`src/rtl/vend_pkg.sv`:
```
// Shared types for the multi-slot vending controller: FSM states, change-coin codes, coin values.
package vend_pkg;

    typedef enum logic [1:0] {
        IDLE   = 2'd0,
        SERVE  = 2'd1,
        CHANGE = 2'd2
    } state_e;

    typedef enum logic [1:0] {
        COIN_NONE    = 2'b00,
        COIN_NICKEL  = 2'b01,
        COIN_DIME    = 2'b10,
        COIN_QUARTER = 2'b11
    } coin_e;

    localparam int unsigned VAL_W       = 3;
    localparam int unsigned VAL_NICKEL  = 1;
    localparam int unsigned VAL_DIME    = 2;
    localparam int unsigned VAL_QUARTER = 5;

    // Value of a change coin in 5c units.
    function automatic logic [VAL_W-1:0] coin_value(input coin_e c);
        logic [VAL_W-1:0] v;
        v = '0;
        case (c)
            COIN_NICKEL:  v = VAL_W'(VAL_NICKEL);
            COIN_DIME:    v = VAL_W'(VAL_DIME);
            COIN_QUARTER: v = VAL_W'(VAL_QUARTER);
            default:      v = '0;
        endcase
        return v;
    endfunction

endpackage

```
`src/rtl/vend_price_table.sv`:
```
// Per-slot price registers: synchronous write, asynchronous read by slot select.
module vend_price_table #(
    parameter int unsigned N         = 6,
    parameter int unsigned SLOTS     = 4,
    parameter int unsigned SEL_W     = 2,
    parameter int unsigned PRICE_RST = 11
) (
    input  logic             clk,
    input  logic             rst,
    input  logic             wr_en,
    input  logic [SEL_W-1:0] wr_sel,
    input  logic [N-1:0]     wr_data,
    input  logic [SEL_W-1:0] rd_sel,
    output logic [N-1:0]     rd_data_c
);

    logic [N-1:0] price_q [SLOTS];

    always_ff @(posedge clk) begin
        if (rst) begin
            for (int unsigned i = 0; i < SLOTS; i++) begin
                price_q[i] <= N'(PRICE_RST);
            end
        end else if (wr_en && (32'(wr_sel) < SLOTS)) begin
            price_q[wr_sel] <= wr_data;
        end
    end

    // Unpopulated slot selects read as zero; the controller refuses them separately.
    always_comb begin
        rd_data_c = '0;
        if (32'(rd_sel) < SLOTS) begin
            rd_data_c = price_q[rd_sel];
        end
    end

endmodule

```
`src/rtl/vend_multi_slot.sv`:
```
// Multi-product vending controller: credit accumulation, vend handshake, largest-first change payout.
// Optional per-slot stock counters and sold_out flag when SOLD_OUT_EN is defined.
module vend_multi_slot
    import vend_pkg::*;
#(
    parameter int unsigned N         = 6,
    parameter int unsigned SLOTS     = 4,
    parameter int unsigned SEL_W     = 2,
    parameter int unsigned PRICE_RST = 11
`ifdef SOLD_OUT_EN
    ,
    parameter int unsigned INV_W     = 4
`endif
) (
    input  logic             clk,
    input  logic             rst,
    input  logic             nickel,
    input  logic             dime,
    input  logic             quarter,
    input  logic             dispense,
    input  logic [SEL_W-1:0] sel,
    input  logic             done,
    input  logic             price_ld,
    input  logic [N-1:0]     price_in,
`ifdef SOLD_OUT_EN
    input  logic             stock_ld,
    output logic             sold_out,
`endif
    output logic             serve,
    output logic             change,
    output logic [1:0]       change_coin,
    output logic             coin_reject,
    output logic [N-1:0]     amount
);

    state_e       state_q, state_d;
    logic [N-1:0] amount_q, amount_d;
    logic [N-1:0] price_q, price_d;
    logic         serve_q, serve_d;
    logic         change_q, change_d;
    coin_e        coin_q, coin_d;
    logic         reject_q, reject_d;

    logic [N-1:0]     price_rd_c;
    logic             price_wr_c;
    logic             slot_ok_c;
    logic             stock_ok_c;
    logic             coin_any_c;
    logic             coin_multi_c;
    logic [VAL_W-1:0] coin_val_c;
    logic [N:0]       coin_sum_c;
    logic [N-1:0]     remain_c;
    coin_e            pick_c;

    assign price_wr_c = (state_q == IDLE) && price_ld;
    assign slot_ok_c  = (32'(sel) < SLOTS);

    vend_price_table #(
        .N         (N),
        .SLOTS     (SLOTS),
        .SEL_W     (SEL_W),
        .PRICE_RST (PRICE_RST)
    ) u_price (
        .clk       (clk),
        .rst       (rst),
        .wr_en     (price_wr_c),
        .wr_sel    (sel),
        .wr_data   (price_in),
        .rd_sel    (sel),
        .rd_data_c (price_rd_c)
    );

`ifdef SOLD_OUT_EN
    logic [INV_W-1:0] stock_q [SLOTS];
    logic [SEL_W-1:0] sel_q, sel_d;

    // Stock counters: loaded in IDLE, decremented when the serve is acknowledged.
    always_ff @(posedge clk) begin
        if (rst) begin
            sel_q <= '0;
            for (int unsigned i = 0; i < SLOTS; i++) begin
                stock_q[i] <= '0;
            end
        end else begin
            sel_q <= sel_d;
            if ((state_q == IDLE) && stock_ld && slot_ok_c) begin
                stock_q[sel] <= price_in[INV_W-1:0];
            end else if ((state_q == SERVE) && done && (stock_q[sel_q] != '0)) begin
                stock_q[sel_q] <= stock_q[sel_q] - INV_W'(1);
            end
        end
    end

    assign stock_ok_c = slot_ok_c && (stock_q[sel] != '0);
    assign sold_out   = (stock_q[sel] == '0);
`else
    assign stock_ok_c = 1'b1;
`endif

    // Coin priority: quarter > dime > nickel; overflow detected on the extra carry bit.
    always_comb begin
        coin_any_c   = nickel | dime | quarter;
        coin_multi_c = (nickel & dime) | (nickel & quarter) | (dime & quarter);
        if (quarter) begin
            coin_val_c = VAL_W'(VAL_QUARTER);
        end else if (dime) begin
            coin_val_c = VAL_W'(VAL_DIME);
        end else if (nickel) begin
            coin_val_c = VAL_W'(VAL_NICKEL);
        end else begin
            coin_val_c = '0;
        end
        coin_sum_c = {1'b0, amount_q} + (N+1)'(coin_val_c);
    end

    always_comb begin
        if (amount_q >= N'(VAL_QUARTER)) begin
            pick_c = COIN_QUARTER;
        end else if (amount_q >= N'(VAL_DIME)) begin
            pick_c = COIN_DIME;
        end else begin
            pick_c = COIN_NICKEL;
        end
    end

    always_ff @(posedge clk) begin
        if (rst) begin
            state_q  <= IDLE;
            amount_q <= '0;
            price_q  <= '0;
            serve_q  <= 1'b0;
            change_q <= 1'b0;
            coin_q   <= COIN_NONE;
            reject_q <= 1'b0;
        end else begin
            state_q  <= state_d;
            amount_q <= amount_d;
            price_q  <= price_d;
            serve_q  <= serve_d;
            change_q <= change_d;
            coin_q   <= coin_d;
            reject_q <= reject_d;
        end
    end

    always_comb begin
        state_d  = state_q;
        amount_d = amount_q;
        price_d  = price_q;
        serve_d  = serve_q;
        change_d = change_q;
        coin_d   = coin_q;
        reject_d = 1'b0;
        remain_c = '0;
`ifdef SOLD_OUT_EN
        sel_d    = sel_q;
`endif
        case (state_q)
            IDLE: begin
                if (coin_any_c) begin
                    if (coin_sum_c[N]) begin
                        reject_d = 1'b1;
                    end else begin
                        amount_d = coin_sum_c[N-1:0];
                    end
                    if (coin_multi_c) begin
                        reject_d = 1'b1;
                    end
                end
                // Vend decision uses the pre-coin credit; price is captured for the debit.
                if (dispense && slot_ok_c && stock_ok_c && (amount_q >= price_rd_c)) begin
                    state_d = SERVE;
                    serve_d = 1'b1;
                    price_d = price_rd_c;
`ifdef SOLD_OUT_EN
                    sel_d   = sel;
`endif
                end
            end
            SERVE: begin
                reject_d = coin_any_c;
                if (done) begin
                    remain_c = amount_q - price_q;
                    amount_d = remain_c;
                    serve_d  = 1'b0;
                    state_d  = (remain_c != '0) ? CHANGE : IDLE;
                end
            end
            CHANGE: begin
                reject_d = coin_any_c;
                if (!change_q) begin
                    if (amount_q == '0) begin
                        state_d = IDLE;
                        coin_d  = COIN_NONE;
                    end else begin
                        change_d = 1'b1;
                        coin_d   = pick_c;
                    end
                end else if (done) begin
                    remain_c = amount_q - N'(coin_value(coin_q));
                    amount_d = remain_c;
                    change_d = 1'b0;
                    coin_d   = COIN_NONE;
                    if (remain_c == '0) begin
                        state_d = IDLE;
                    end
                end
            end
            default: begin
                state_d  = IDLE;
                serve_d  = 1'b0;
                change_d = 1'b0;
                coin_d   = COIN_NONE;
            end
        endcase
    end

    assign serve       = serve_q;
    assign change      = change_q;
    assign change_coin = coin_q;
    assign coin_reject = reject_q;
    assign amount      = amount_q;

endmodule

```
`config.mk`:
```
export PLATFORM = sky130hd
export DESIGN_NAME = vend_multi_slot
export DESIGN_NICKNAME = d
export VERILOG_FILES = /design/src/rtl/vend_pkg.sv /design/src/rtl/vend_price_table.sv /design/src/rtl/vend_multi_slot.sv
export SDC_FILE = /design/constraint.sdc
export NUM_CORES = 1
export LEC_CHECK = 0
export ABC_AREA = 1
export CORE_ASPECT_RATIO = 0.75
export CORE_UTILIZATION = 62
export DETAILED_ROUTE_END_ITERATION = 16
export GPL_TIMING_DRIVEN = 0
export PLACE_DENSITY = 0.85
export SLEW_MARGIN = 20
export SYNTH_ARGS = -nofsm -noshare
export SYNTH_HDL_FRONTEND = slang
export SYNTH_SLANG_ARGS = --single-unit
export TNS_END_PERCENT = 10
```
`constraint.sdc`:
```
create_clock -name clk -period 4.1 [get_ports clk]
set_clock_uncertainty 0.1 [all_clocks]
set_input_delay 0.82 -clock clk [delete_from_list [all_inputs] [get_ports clk]]
set_output_delay 0.82 -clock clk [all_outputs]
set_load 0.005 [all_outputs]
```
Run 1, metal 2:
Scale bar: 20 um.
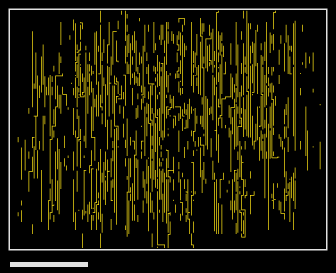
The longest straight run is 33.3 um. The wires run mostly vertical. 367 nets have wire on it. The layer carries 3070 um of wire.
vias post-DR: 2707
total wirelength of the detailed-routed design: 7157 um
met2 Use GR: 0.4738

Run 1, routing congestion map:
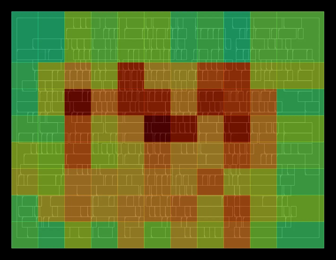
GR Util met3: 0.08444
met1 routing resource usage after global routing: 0.4546
global route hottest layer: met2
core occupancy in the finished layout: 0.7435
global-route usage over all layers: 0.3186

==> run notes, run 1 <==
The run finished with clean final reports. The run gives 3163 um as the wire length the detailed router placed on met1. The worst min-delay path category is flip-flop to flip-flop.

The tools report the post-route worst hold slack as 0.4026 ns. The tools report the start point of the critical path as sel[1]. OpenSTA lists the critical path endpoint as price_q[0].

For this run, the number of Yosys warnings is 0. The post-synthesis xor/xnor area fraction is 0.008986. With the first-pass GRT wire length at 11490 um, the leakage power is 1.481 nW.

The die is 81.30 um wide. The initial antenna violation count was 0. The max-slew violation count is 0. Critical setup path kind: input port to flip-flop.

With the non-filler instance count after layout at 484, the via count of the first global-routing pass is 2439. The total power of the final layout was 1.897 mW. Internal power summed over all cells: 1.047 mW. The run gives 0 as the final number of setup-violating endpoints.

The run gives 0 for the quantity of hold-fixing buffers added after cts. The run gives 34 as the count of distinct cell types in the synthesized netlist. The tools report the remaining design rule violation count as 0.

The net switching power came out at 0.8501 mW.
Run 1, where the registers sit:
Scale bar: 20 um. Other sequential cells in the stronger grey, the rest of the logic in the fainter grey.
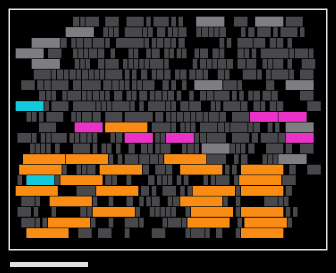
Key: u_price.price_q = orange [sequential cells 24]; state_q = cyan [sequential cells 2]; price_q = magenta [sequential cells 6]
register area: 1101 um^2
Seq group: 0.607 mW
sequential portion of the cell area: 0.3296

==> inputs of run 2 (changes only) <==
- ABC_AREA: 1 -> 0
- PLACE_DENSITY: 0.85 -> 0.86
Run 2, metal 2:
Scale bar: 20 um.
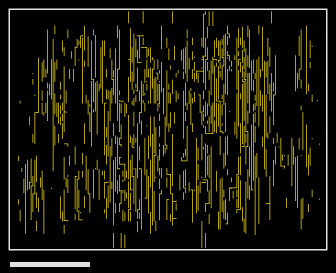
The wires run mostly vertical. 290 nets have wire on it. The longest straight run is 33.0 um. The layer carries 2600 um of wire.
total wirelength of the detailed-routed design: 6268 um
vias post-DR: 2268

==> run notes, run 2 <==
Per the timing report, the most critical flop-to-flop path originates at amount[0]. The flow reports an fmax of 261.1 MHz. For the reported sequential group power, the log shows 0.560 mW (-7.7%).

The post-route worst hold slack came out at 0.4110 ns (+0.008412 ns). For the wire length the detailed router placed on met1, the log shows 3055 um (-3.4%). In the layout the commonest cells are edfxtp_1, clkdlybuf4s50_1, ha_1. The via count of the first global-routing pass was 2047 (-16%). The share of cell area taken by flip-flops and latches came out at 0.3469 (+0.01728). The total power of the final layout is 1.618 mW (-15%), and the die outline width is 79.17 um (-2.6%). In this run the cell area measured after placement is 3068 um^2. The tools report the end point of the critical path as amount[5]. TritonCTS reports the number of clock sinks as 43. The run gives 49 (+44%) as the count of distinct cell types in the synthesized netlist.

The non-filler instance count after layout came out at 363 (-25%). Clock-pin slew was measured on the worst setup and hold paths at 0.08 ns. For the area of the core, the log shows 4154 um^2. Note that the worst hold path type here is flip-flop to flip-flop. For this design, Yosys synthesis ends with a cell count of 277. The tools report the remaining design rule violation count as 0 (unchanged). The launch point of the critical path was reported as dime. The run gives 0 (unchanged) for the number of warnings issued by yosys. The run gives 1101 um^2 (unchanged) as the sequential cell area. The flow ran to the end, and the final reports show no timing, DRC or antenna violations. Post-synthesis xor/xnor area fraction: 0.03163 (+0.02265). The register with the most flip-flops in the layout has 24 of them. Overall fraction of global-route tracks in use: 0.2862 (-0.03235). The first-pass GRT wire length was 9894 um (-14%); the initial antenna violation count was 0 (unchanged). The met2 demand-to-capacity share in global routing was 0.4175 (-0.05632); the net switching power was 0.6103 mW (-28%).

The non-clock inverter instance count of the final layout is 18, and the leakage power is 1.231 nW (-17%). The share of the core filled with cells was 0.7642 (+0.02063). The internal power summed over all cells is 1.008 mW (-3.7%). The required time reported for the critical path endpoint came out at 4.22 ns. In this run the number of H-tree levels came out at 2. Global-route layer with the greatest usage: met1. The max-slew violation count came out at 0 (unchanged). The clock buffers instantiated in the layout total 7. Most repeated cell in the gate-level netlist after synthesis: edfxtp_1. The number of cells on the critical path is 11. The start point of the worst hold path is price_q[1].

The run gives 0.4317 (-0.02297) for the met1 capacity usage during global routing. The routing usage on met3 was 0.05802 (-0.02643); the final number of setup-violating endpoints was 0 (unchanged). The critical setup path kind is input port to flip-flop. The tools report the quantity of hold-fixing buffers added after cts as 0 (unchanged).
Power figures rest on the tool's default switching activity, not on a simulated workload.
